`config.mk`:
```
export PLATFORM = sky130hd
export DESIGN_NAME = alu_ctrl_seq
export DESIGN_NICKNAME = d
export VERILOG_FILES = /design/src/rtl/alu_ctrl_pkg.sv /design/src/rtl/alu_ctrl_decode.sv /design/src/rtl/alu_ctrl_seq.sv
export SDC_FILE = /design/constraint.sdc
export NUM_CORES = 1
export LEC_CHECK = 0
export CAP_MARGIN = 20
export CORE_AREA = 2 2 50 52
export CTS_BUF_LIST = sky130_fd_sc_hd__clkbuf_4 sky130_fd_sc_hd__clkbuf_8
export CTS_CLUSTER_DIAMETER = 40
export CTS_CLUSTER_SIZE = 28
export DETAILED_ROUTE_END_ITERATION = 12
export DIE_AREA = 0 0 52 54
export GPL_ROUTABILITY_DRIVEN = 0
export PLACE_DENSITY = 0.85
export SETUP_SLACK_MARGIN = 0.4
export SLEW_MARGIN = 5
export SYNTH_ARGS = -nofsm -noshare
export SYNTH_HDL_FRONTEND = slang
export SYNTH_SLANG_ARGS = --single-unit
```
`constraint.sdc`:
```
create_clock -name clk -period 1.9 [get_ports clk]
set_input_delay 0.38 -clock clk [delete_from_list [all_inputs] [get_ports clk]]
set_output_delay 0.38 -clock clk [all_outputs]
set_load 0.005 [all_outputs]
```
`src/rtl/alu_ctrl_pkg.sv`:
```
// Shared constants, types and helpers for the ALU control stage.
// Control codes are 5 bits; the top zero-extends them to CTRL_W.
package alu_ctrl_pkg;

    localparam logic [3:0] OP_LOAD  = 4'b0000;
    localparam logic [3:0] OP_ITYPE = 4'b0010;
    localparam logic [3:0] OP_AUIPC = 4'b0011;
    localparam logic [3:0] OP_STORE = 4'b0100;
    localparam logic [3:0] OP_RTYPE = 4'b0110;
    localparam logic [3:0] OP_LUI   = 4'b0111;
    localparam logic [3:0] OP_BTYPE = 4'b1100;
    localparam logic [3:0] OP_JAL   = 4'b1101;

    localparam logic [4:0] C_ADD  = 5'b00000;
    localparam logic [4:0] C_SUB  = 5'b00010;
    localparam logic [4:0] C_SLL  = 5'b00100;
    localparam logic [4:0] C_SLT  = 5'b01000;
    localparam logic [4:0] C_SLTU = 5'b01100;
    localparam logic [4:0] C_XOR  = 5'b10000;
    localparam logic [4:0] C_SRL  = 5'b10100;
    localparam logic [4:0] C_SRA  = 5'b10110;
    localparam logic [4:0] C_OR   = 5'b11000;
    localparam logic [4:0] C_AND  = 5'b11100;
    localparam logic [4:0] C_LUI  = 5'b11111;
    localparam logic [4:0] C_BGE  = 5'b11010;
    localparam logic [4:0] C_BGEU = 5'b11110;

    localparam logic [4:0] C_MUL    = 5'b00001;
    localparam logic [4:0] C_MULH   = 5'b00101;
    localparam logic [4:0] C_MULHSU = 5'b01001;
    localparam logic [4:0] C_MULHU  = 5'b01101;
    localparam logic [4:0] C_DIV    = 5'b10001;
    localparam logic [4:0] C_DIVU   = 5'b10101;
    localparam logic [4:0] C_REM    = 5'b11001;
    localparam logic [4:0] C_REMU   = 5'b11101;

    localparam int CNT_W   = 6;
    localparam int LAT_MIN = 1;
    localparam int LAT_MAX = 63;

    typedef enum logic [1:0] {IDLE, HOLD, MULTI} state_t;

    typedef struct packed {
        logic [4:0] code;
        logic       is_md;
        logic       is_div;
        logic       illegal;
    } dec_t;

    function automatic logic lat_ok(input int lat);
        return (lat >= LAT_MIN) && (lat <= LAT_MAX);
    endfunction

    // Out-of-range latencies are clamped so the counter load always fits.
    function automatic logic [CNT_W-1:0] lat_cnt(input int lat);
        if (lat < LAT_MIN) return '0;
        if (lat > LAT_MAX) return 6'(LAT_MAX - 1);
        return 6'(lat - 1);
    endfunction

    function automatic logic [4:0] base_code(input logic [2:0] f3, input logic b5,
                                             input logic allow_sub);
        logic [4:0] c;
        case (f3)
            3'b000:  c = (allow_sub && b5) ? C_SUB : C_ADD;
            3'b001:  c = C_SLL;
            3'b010:  c = C_SLT;
            3'b011:  c = C_SLTU;
            3'b100:  c = C_XOR;
            3'b101:  c = b5 ? C_SRA : C_SRL;
            3'b110:  c = C_OR;
            default: c = C_AND;
        endcase
        return c;
    endfunction

endpackage

```
`src/rtl/alu_ctrl_decode.sv`:
```
// Combinational decode of ALUop/funct fields into an ALU control code,
// M-extension flags and an illegal-combination flag.
module alu_ctrl_decode
    import alu_ctrl_pkg::*;
#(
    parameter bit MEXT_EN = 1'b1
) (
    input  logic [3:0] aluop,
    input  logic [2:0] funct3,
    input  logic       funct7_b5,
    input  logic       funct7_b0,
    output dec_t       dec
);

    always_comb begin
        dec = '0;
        case (aluop)
            OP_LOAD, OP_AUIPC, OP_STORE, OP_JAL: dec.code = C_ADD;
            OP_LUI:   dec.code = C_LUI;
            OP_RTYPE: begin
                if (MEXT_EN && funct7_b0) begin
                    dec.is_md  = 1'b1;
                    dec.is_div = funct3[2];
                    case (funct3)
                        3'b000:  dec.code = C_MUL;
                        3'b001:  dec.code = C_MULH;
                        3'b010:  dec.code = C_MULHSU;
                        3'b011:  dec.code = C_MULHU;
                        3'b100:  dec.code = C_DIV;
                        3'b101:  dec.code = C_DIVU;
                        3'b110:  dec.code = C_REM;
                        default: dec.code = C_REMU;
                    endcase
                end else begin
                    dec.code = base_code(funct3, funct7_b5, 1'b1);
                end
            end
            // ADDI has no subtract form, so bit 30 only matters for SRAI.
            OP_ITYPE: dec.code = base_code(funct3, funct7_b5, 1'b0);
            OP_BTYPE: begin
                case (funct3)
                    3'b000:  dec.code = C_SUB;
                    3'b001:  dec.code = C_XOR;
                    3'b100:  dec.code = C_SLT;
                    3'b101:  dec.code = C_BGE;
                    3'b110:  dec.code = C_SLTU;
                    3'b111:  dec.code = C_BGEU;
                    default: dec.illegal = 1'b1;
                endcase
            end
            default: dec.illegal = 1'b1;
        endcase
    end

endmodule

```
`src/rtl/alu_ctrl_seq.sv`:
```
// Registered, handshaked ALU control stage: decodes one op per transfer and
// stalls M-extension ops for a configurable number of cycles before presenting them.
module alu_ctrl_seq
    import alu_ctrl_pkg::*;
#(
    parameter int CTRL_W  = 5,
    parameter bit MEXT_EN = 1'b1,
    parameter int MUL_LAT = 2,
    parameter int DIV_LAT = 32
) (
    input  logic              clk,
    input  logic              rst_n,
    input  logic              flush,
    input  logic              in_valid,
    output logic              in_ready,
    input  logic [3:0]        aluop,
    input  logic [2:0]        funct3,
    input  logic              funct7_b5,
    input  logic              funct7_b0,
    output logic              out_valid,
    input  logic              out_ready,
    output logic [CTRL_W-1:0] out_ctrl,
    output logic              out_md,
    output logic              out_illegal,
    output logic              busy
);

    localparam logic [CNT_W-1:0] MUL_CNT = lat_cnt(MUL_LAT);
    localparam logic [CNT_W-1:0] DIV_CNT = lat_cnt(DIV_LAT);

    state_t             state, state_nxt;
    logic [CNT_W-1:0]   cnt, cnt_nxt;
    dec_t               dec;
    logic               accept;
    logic [4:0]         ctrl_q;
    logic               md_q, illegal_q;

    alu_ctrl_decode #(.MEXT_EN(MEXT_EN)) u_decode (
        .aluop     (aluop),
        .funct3    (funct3),
        .funct7_b5 (funct7_b5),
        .funct7_b0 (funct7_b0),
        .dec       (dec)
    );

    // Handshake: a transfer happens on any rising edge where valid && ready;
    // valid never depends on ready, and held data stays stable until taken.
    assign accept = in_valid && in_ready;

    always_ff @(posedge clk or negedge rst_n) begin
        if (!rst_n) begin
            state <= IDLE;
            cnt   <= '0;
        end else begin
            state <= state_nxt;
            cnt   <= cnt_nxt;
        end
    end

    always_comb begin
        state_nxt = state;
        cnt_nxt   = cnt;
        if (flush) begin
            state_nxt = IDLE;
            cnt_nxt   = '0;
        end else if (accept) begin
            state_nxt = dec.is_md ? MULTI : HOLD;
            cnt_nxt   = dec.is_md ? (dec.is_div ? DIV_CNT : MUL_CNT) : '0;
        end else begin
            case (state)
                HOLD:    if (out_ready) state_nxt = IDLE;
                MULTI: begin
                    if (cnt == '0) state_nxt = HOLD;
                    else           cnt_nxt   = cnt - 1'b1;
                end
                default: state_nxt = IDLE;
            endcase
        end
    end

    always_comb begin
        in_ready  = !flush && ((state == IDLE) || ((state == HOLD) && out_ready));
        out_valid = (state == HOLD);
        busy      = (state == MULTI);
    end

    always_ff @(posedge clk or negedge rst_n) begin
        if (!rst_n) begin
            ctrl_q    <= '0;
            md_q      <= 1'b0;
            illegal_q <= 1'b0;
        end else if (accept) begin
            ctrl_q    <= dec.code;
            md_q      <= dec.is_md;
            illegal_q <= dec.illegal;
        end
    end

    always_comb begin
        out_ctrl      = '0;
        out_ctrl[4:0] = ctrl_q;
    end

    assign out_md      = md_q;
    assign out_illegal = illegal_q;

endmodule

```
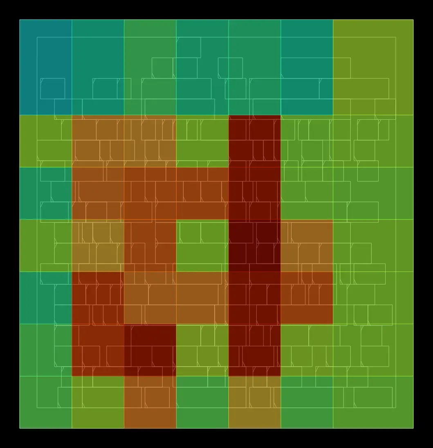
Figure 1: run 1, track usage over the die.
met2 Use GR: 49.4%
All-Layer GR Usage: 25.5%
met3 Use GR: 4.44%
drt wl/cell: 16.3 µm
busiest grt layer: met2

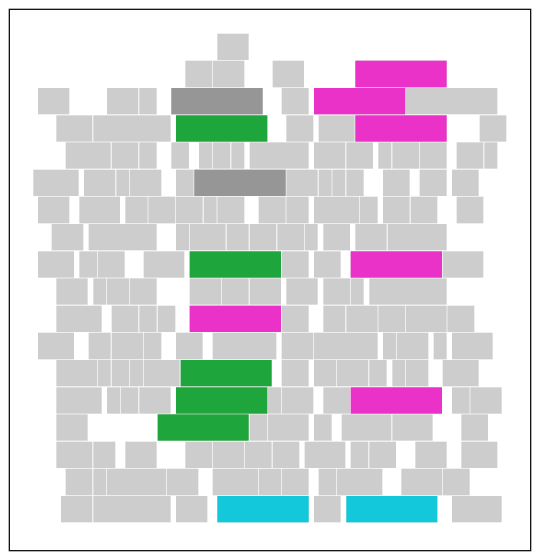
Figure 2: run 1, register map, names as in the netlist.
Drawn at 10 px/µm.
legend:
  magenta:
    signal: cnt
    sequential_cells: 6
  green:
    signal: out_ctrl
    sequential_cells: 5
  cyan:
    signal: state
    sequential_cells: 2
flop share of the area: 21.4%
register area: 375 µm²
Final Util: 75.7%
Seq. pwr: 358 µW

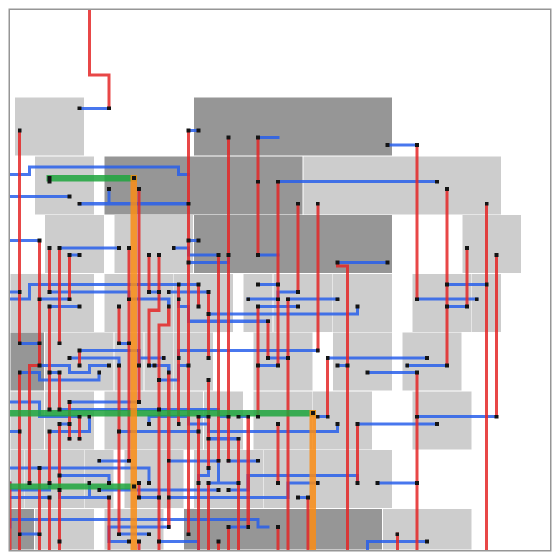
Figure 3: run 1, a small window of the routed layout.
Window x 26 to 51, y 28 to 53 µm. Cells in grey, sequential cells in the stronger grey; small squares are vias.
legend:
  orange:
    layer: met4
  green:
    layer: met3
  red:
    layer: met2
  blue:
    layer: met1
most frequent: buf_4 (14), dfrtp_1 (4)
sequential cells in the window: 4
cells with their middle in the window: 40
netlist names of flops here include: cnt (4)

==> metrics.cfg, run 1 <==
[outcome]
outcome = finished, final reports clean

[synth]
synth_seq_share_pct = 37.4
syn_avg_cell_area_um2 = 9.38
ys_sh_adder_pct = 2.49
synth_warnings = 0

[worst_setup_path]
path_depth = 8
cpMostUsedCell = buf_6
critical-path-top-delay-family = buffers and inverters
r2r_cells = 8

[route]
dr_wl_met2_um = 1820
dr.pass1.iters = 4

[power_and_ir_drop]
ir_drop_mv = 0.329
switching_power_uw = 247
p_leak_uw = 0.000870
switching_share_pct = 30.1
p_clk_share_pct = 25.2

[cts]
cts_tree = yes
post_cts_buffers = 11

[finish]
postLayoutCellArea_um2 = 1760
buffers_excl_clock = 68

[timing]
finalSetupViolations = 0
finClkSkew_ps = 2.66
relSlewSlack_pct = 74.2

[global_route]
antenna_found_initial = 0

[floorplan]
io_pins = 24

--- run 2 (diff from run 1) ---
CTS_CLUSTER_DIAMETER = 150   (was 40)
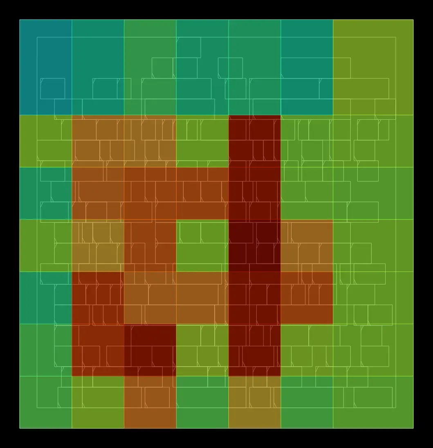
Figure 4: run 2, track usage over the die.
met1 Track Usage GR: 24.6%

==> run 2 against run 1 <==
Effect of this change: non-clock buffer count unchanged; final area stayed put; first-iteration DRC count stayed put; setup slack unchanged; fmax did not move; synthesized cell count unchanged; clock skew did not move; via count stayed put; clock power about the same; sequential power barely moved; final cell count is the same; critical path type unchanged.
==> metrics.cfg, run 2 <==
[outcome]
outcome = finished, final reports clean

[timing]
finalSetupViolations = 0  ; unchanged
relSlewSlack_pct = 74.2  ; unchanged

[finish]
buffers_excl_clock = 68  ; unchanged
postLayoutCellArea_um2 = 1760  ; unchanged
seq_share_pct = 21.4  ; unchanged

[route]
dr.pass1.iters = 4  ; unchanged

[power_and_ir_drop]
switching_power_uw = 247  ; unchanged
switching_share_pct = 30.1  ; unchanged
p_clk_share_pct = 25.2  ; about the same

[synth]
syn_avg_cell_area_um2 = 9.38  ; unchanged
synth_warnings = 0  ; unchanged
ys_sh_adder_pct = 2.49  ; unchanged
synth_seq_share_pct = 37.4  ; unchanged

[worst_setup_path]
r2r_cells = 8  ; unchanged
cpMostUsedCell = buf_6
path_depth = 8  ; unchanged

[global_route]
busiest_layer = met2
antenna_found_initial = 0  ; unchanged
use_met3_pct = 4.44  ; unchanged

[cts]
cts_tree = yes
post_cts_buffers = 11  ; unchanged

--- run 3 (diff from run 2) ---
ABC_CLOCK_PERIOD_IN_PS = 1900   (was unset)
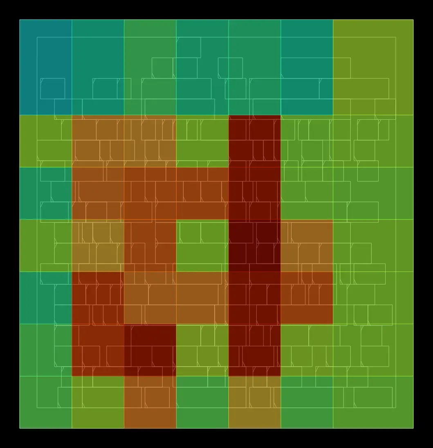
Figure 5: run 3, track usage over the die.

==> run 3 against run 2 <==
Effect of this change: sequential cell count is the same; clock skew is the same; register-to-register slack about the same; critical path type unchanged; critical endpoint unchanged.
==> metrics.cfg, run 3 <==
[cts]
h-tree-depth = 1
cts_tree = yes
cts_root_buf = clkbuf_4
cts_resized = 29
clk_latency_ps = 300
post_cts_buffers = 11  ; unchanged

[global_route]
use_met1_pct = 24.6  ; unchanged
antenna_found_initial = 0  ; unchanged
busiest_layer = met2
grtUsageMet2_pct = 49.4
use_met3_pct = 4.44  ; unchanged
first_global_vias = 1214

[finish]
layout.nonclk_buf_share_pct = 33.5
flop_area_um2 = 375
sh_comb_area_pct = 39.7
buffers_excl_clock = 68  ; unchanged
seq_share_pct = 21.4  ; unchanged
postLayoutCellArea_um2 = 1760  ; unchanged

[synth]
synth_warnings = 0  ; unchanged
synth_seq_share_pct = 37.4  ; unchanged
edf_count = 0
ys_sh_adder_pct = 2.49  ; unchanged
syn-num-nets = 123
syn_avg_cell_area_um2 = 9.38  ; unchanged

[outcome]
outcome = finished, final reports clean

[worst_setup_path]
r2r_cells = 8  ; unchanged
critPathCapture = cnt[2]
cpMostUsedCell = buf_6

[power_and_ir_drop]
ir_drop_mv = 0.329
p_clk_share_pct = 25.2  ; about the same
p_seq_uw = 358
p_leak_uw = 0.000870
switching_share_pct = 30.1  ; unchanged

[route]
dr.pass1.iters = 4  ; unchanged

[timing]
finalSetupViolations = 0  ; unchanged
relSlewSlack_pct = 74.2  ; unchanged

[placement]
dpl_cell_area_um2 = 1450
portBuffers = 23

[floorplan]
coreArea_um2 = 2320

Power figures rest on the tool's default switching activity, not on a simulated workload.
